==> config.mk <==
export PLATFORM = sky130hd
export DESIGN_NAME = reg_writeback_flat
export DESIGN_NICKNAME = d
export VERILOG_FILES = /design/src/rtl/reg_pkg.sv /design/src/rtl/reg_writeback_if.sv /design/src/rtl/wb_fifo.sv /design/src/rtl/reg_writeback.sv /design/src/flat_wrapper.sv
export SDC_FILE = /design/constraint.sdc
export NUM_CORES = 1
export LEC_CHECK = 0
export CORE_UTILIZATION = 45
export CTS_CLUSTER_DIAMETER = 150
export DETAILED_ROUTE_END_ITERATION = 8
export PLACE_DENSITY = 0.69
export SYNTH_ARGS = -nofsm -noshare
export SYNTH_HDL_FRONTEND = slang
export SYNTH_SLANG_ARGS = --single-unit
==> constraint.sdc <==
create_clock -name clk -period 3.4 [get_ports clk]
set_clock_uncertainty 0.2 [all_clocks]
set_input_delay 0.34 -clock clk [delete_from_list [all_inputs] [get_ports clk]]
set_output_delay 0.34 -clock clk [all_outputs]
set_load 0.03 [all_outputs]
Fig. 1: clock nets
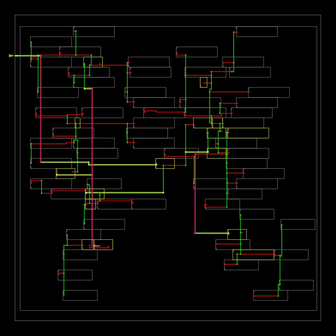
clock buffers created by TritonCTS: 9
total clock sinks: 59

Fig. 2: signal wires on met3
Scale: 4 px per um. Cells faint in the background.
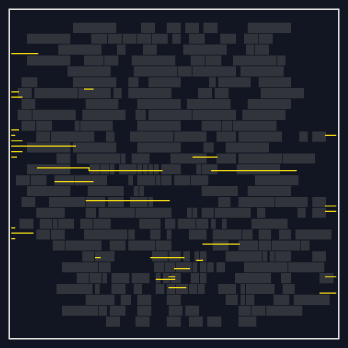
share of all routed wire: 3.5%
wire length on this layer: 180 um
met3 capacity usage during global routing: 5.556%
overall routed net length: 5.147 mm
total number of vias: 1666

==> flow_summary.rst <==
Metrics
=======

.. list-table::
   :header-rows: 1

   * - Metric
     - Value
   * - Yosys chip area
     - 2879 um^2
   * - Number of nets with antenna violations after routing
     - 0
   * - Starting density of the core
     - between 40% and 50%
   * - Syn Std Cell Area
     - roughly 2900 um^2
   * - Port-buffer cells
     - around 44
   * - CP Class
     - register to primary output
   * - Cells after DPL
     - approximately 310
   * - Sw Pwr
     - 1.059 mW
   * - Chip Width
     - 81.99 um
   * - Arrival time of the worst setup path
     - 2.46 ns
   * - Cell chain of the critical path
     - buf_4 > mux4_2 > and2_1 > clkdlybuf4s50_1
   * - Synthesized net count
     - 227
   * - Max-area cell share
     - 41.72%
   * - Y dimension of the die
     - 81.99 um
   * - Main synth FF type
     - sky130_fd_sc_hd__edfxtp_1
   * - Minimum setup slack in the final design
     - 0.4047 ns
   * - Routability cong.
     - 0.7980
   * - Yosys synthesis warning count
     - 0
   * - Total count of hold-check failures in the final report
     - 0
   * - Floorplan core area
     - 6061 um^2
   * - Power density over the cells
     - 845.7 nW/um^2
   * - GR Util All Layers
     - 18.27%
   * - Reg power frac
     - 38.0%
   * - Setup TNS Final
     - 0 ns
   * - Number of gates resized after cts
     - 0
   * - Static leakage power
     - 1.347 nW
   * - Top cells by count
     - sky130_fd_sc_hd__edfxtp_1, sky130_fd_sc_hd__dfrtp_1, sky130_fd_sc_hd__mux2_2, sky130_fd_sc_hd__nor2_1
   * - Post-synth top area cell
     - sky130_fd_sc_hd__edfxtp_1
   * - Part of the power in the clock network
     - 22.2%
   * - Worst relative slew slack
     - ~65%
   * - Final non-filler cell area
     - 3669 um^2
   * - Post-layout minimum cycle time
     - between 2 and 3 ns
   * - Final-stage net count
     - 287
   * - Area of placed instances
     - 3452 um^2
   * - Synthesized-area fraction occupied by and/or/nand/nor cells
     - 9.778%
   * - First-pass GRT wire length
     - 8.514 mm
   * - Detailed Routing Iterations Pass 1
     - 4
   * - Critical Path Source Type
     - register
   * - Mean Syn Cell Area
     - 15.40 um^2
   * - Post-DP HPWL
     - 3.596 mm
   * - Nature of the critical path endpoint
     - primary output
   * - Largest family of logic cells by area
     - multiplexers
   * - Length in cells of the worst reg-to-reg path
     - 9
   * - Fraction of registers with async set or reset after synthesis
     - 32.20%
   * - Min-Delay Path Class
     - input pin to async pin
   * - Worst voltage drop across the vdd grid
     - 0.4712 mV
   * - Final total power
     - 3.102 mW
   * - Count of distinct cell types in the synthesized netlist
     - 33
   * - Critical path required time
     - ~2.9 ns
   * - Row Count
     - 28
   * - Part of the power in combinational logic
     - 39.8%
   * - Via count of the first global-routing pass
     - ~1700
   * - Xor/xnor cell area share of the yosys netlist
     - around 4.6%
   * - Cell internal power dissipation
     - 2.044 mW
   * - CTS hold repair buffers
     - 0
   * - Number of levels the H-tree was split into
     - 3
   * - Average vias per placed instance
     - ~5.1
   * - Fraction of synthesized area in multiplexers
     - 15.38%
   * - Die Outline Area
     - 6722 um^2
   * - Outcome
     - finished clean
   * - Complex-gate fraction of the synthesized area
     - 1.912%
   * - Register bit total from synthesis
     - 59
   * - Adder-cell share of the synthesized area
     - 7.823%
   * - Share of final-layout standard cells stronger than drive strength 1
     - 23.41%
   * - Number of max-cap violations
     - 0
   * - Slew @ Worst Pin
     - ~0.53 ns
   * - Setup-violating endpoint count in the final report
     - 0
   * - Number of standard cells reported by yosys
     - approximately 190
   * - Layout Cells excl Fill
     - between 300 and 400
   * - Average wire per standard cell
     - 15.74 um
   * - Post-CTS setup buffer count
     - 0
   * - Clock tree from TritonCTS
     - built
   * - Count of boundary I/O pins
     - 45
   * - Total congestion overflow after global routing
     - 0
   * - Period utilisation layout
     - about nine tenths
   * - DP Worst Slack
     - 0.3315 ns
   * - Worst-skew pair later-pin latency
     - between 0.3 and 0.4 ns
   * - Final standard cell utilization of the core
     - 60.53%
   * - Setup repair after global routing missed its margin
     - no
   * - Antenna violations before repair
     - 0
   * - Cells taking the most area after synthesis
     - sky130_fd_sc_hd__edfxtp_1, sky130_fd_sc_hd__dfrtp_1, sky130_fd_sc_hd__mux4_2
   * - Largest fanout of any net on the critical path
     - 7
   * - Max stage delay cell, worst path
     - sky130_fd_sc_hd__dfrtp_1
   * - Number of enable flip-flop cells
     - 40
   * - Worst stage delay on the critical path
     - 0.60 ns
   * - Antenna cells
     - 0
   * - Final slew viol count
     - 0
   * - Switching part of the total power
     - 34.12%
   * - Syn Inst Count
     - 187
   * - Drt initial violations
     - 132
   * - Max FFs per register
     - 40
   * - CTS root buf
     - sky130_fd_sc_hd__clkbuf_8
   * - Maximum number of pins on one net before global-route repair
     - 23
   * - Number of warning messages in the logs
     - 29
   * - Cell with the most instances after synthesis
     - sky130_fd_sc_hd__edfxtp_1
   * - Highest clock rate
     - approximately 0.33 GHz
   * - Setup slack of the most critical reg-to-reg path
     - 0.56 ns
   * - Clock transition at the register clock pins on the worst setup and hold paths after CTS
     - around 0.07 ns
   * - Clk buf depth
     - 2
   * - Sequential element share of the synthesized area
     - 58.24%
   * - DRC viols
     - 0
   * - Tightest hold margin
     - 0.2537 ns
## critical path: cells and delay by family, from the launching register on
family / cells / cell delay, ns
buffers and inverters: 2 / 0.86
flip-flops: 1 / 0.60
multiplexers: 1 / 0.49
AND/OR/NAND/NOR: 1 / 0.17
## metal layers
metal	track usage [%]	up-vias	share of wire (%)
li1	-	799	-
met1	25.13	820	47
met2	26.69	39	48
met3	5.556	8	3.5
met4	7.895	0	1.8
met5	0	-	0
## layout by cell type, fill, tap and decap left out, drive strengths merged
master,count
inv,11
nor2b,3
clkdlybuf4s50,44
clkbuf,10
and2,11
o211ai,2
clkinv,1
nand2b,1
buf,9
nor2,15
dfrtp,19
a21oi,4
nor3b,2
mux4,10
nand3b,1
or4,1
or3,4
or3b,1
nand2,3
o21ai,3
xnor2,6
nand4,1
ha,10
nor3,1
clkinvlp,2
bufinv,2
edfxtp,40
nand4b,2
xor2,9
mux2,19
fa,5
## kinds of logic after synthesis
logic type / after synthesis
buf+inv: 14
simple gates: 46
fa+ha+maj: 15
xor+xnor: 15
compound gates: 9
flops: 59
mux: 29
## final cells by class
cell class                 instances  area [um^2]
clock buffer                      10        127.6
clock inverter                     6        88.84
fill                             488         2392
inverter                          10        37.54
multi-input combinational        114         1136
sequential                        59         1677
tap                               75        93.84
timing repair buffer              53        508.0
## power by group through the flow
stage | combinational [mW] | sequential (mW) | clock, mW
global placement | 1.22 | 1.19 | 0
global route | 1.37 | 1.22 | 0.741
detailed placement | 1.24 | 1.20 | 0
finish | 1.23 | 1.18 | 0.690
CTS | 1.25 | 1.18 | 0.703
floorplan | 0.872 | 1.16 | 0
Power is estimated from default activity; no workload was simulated.
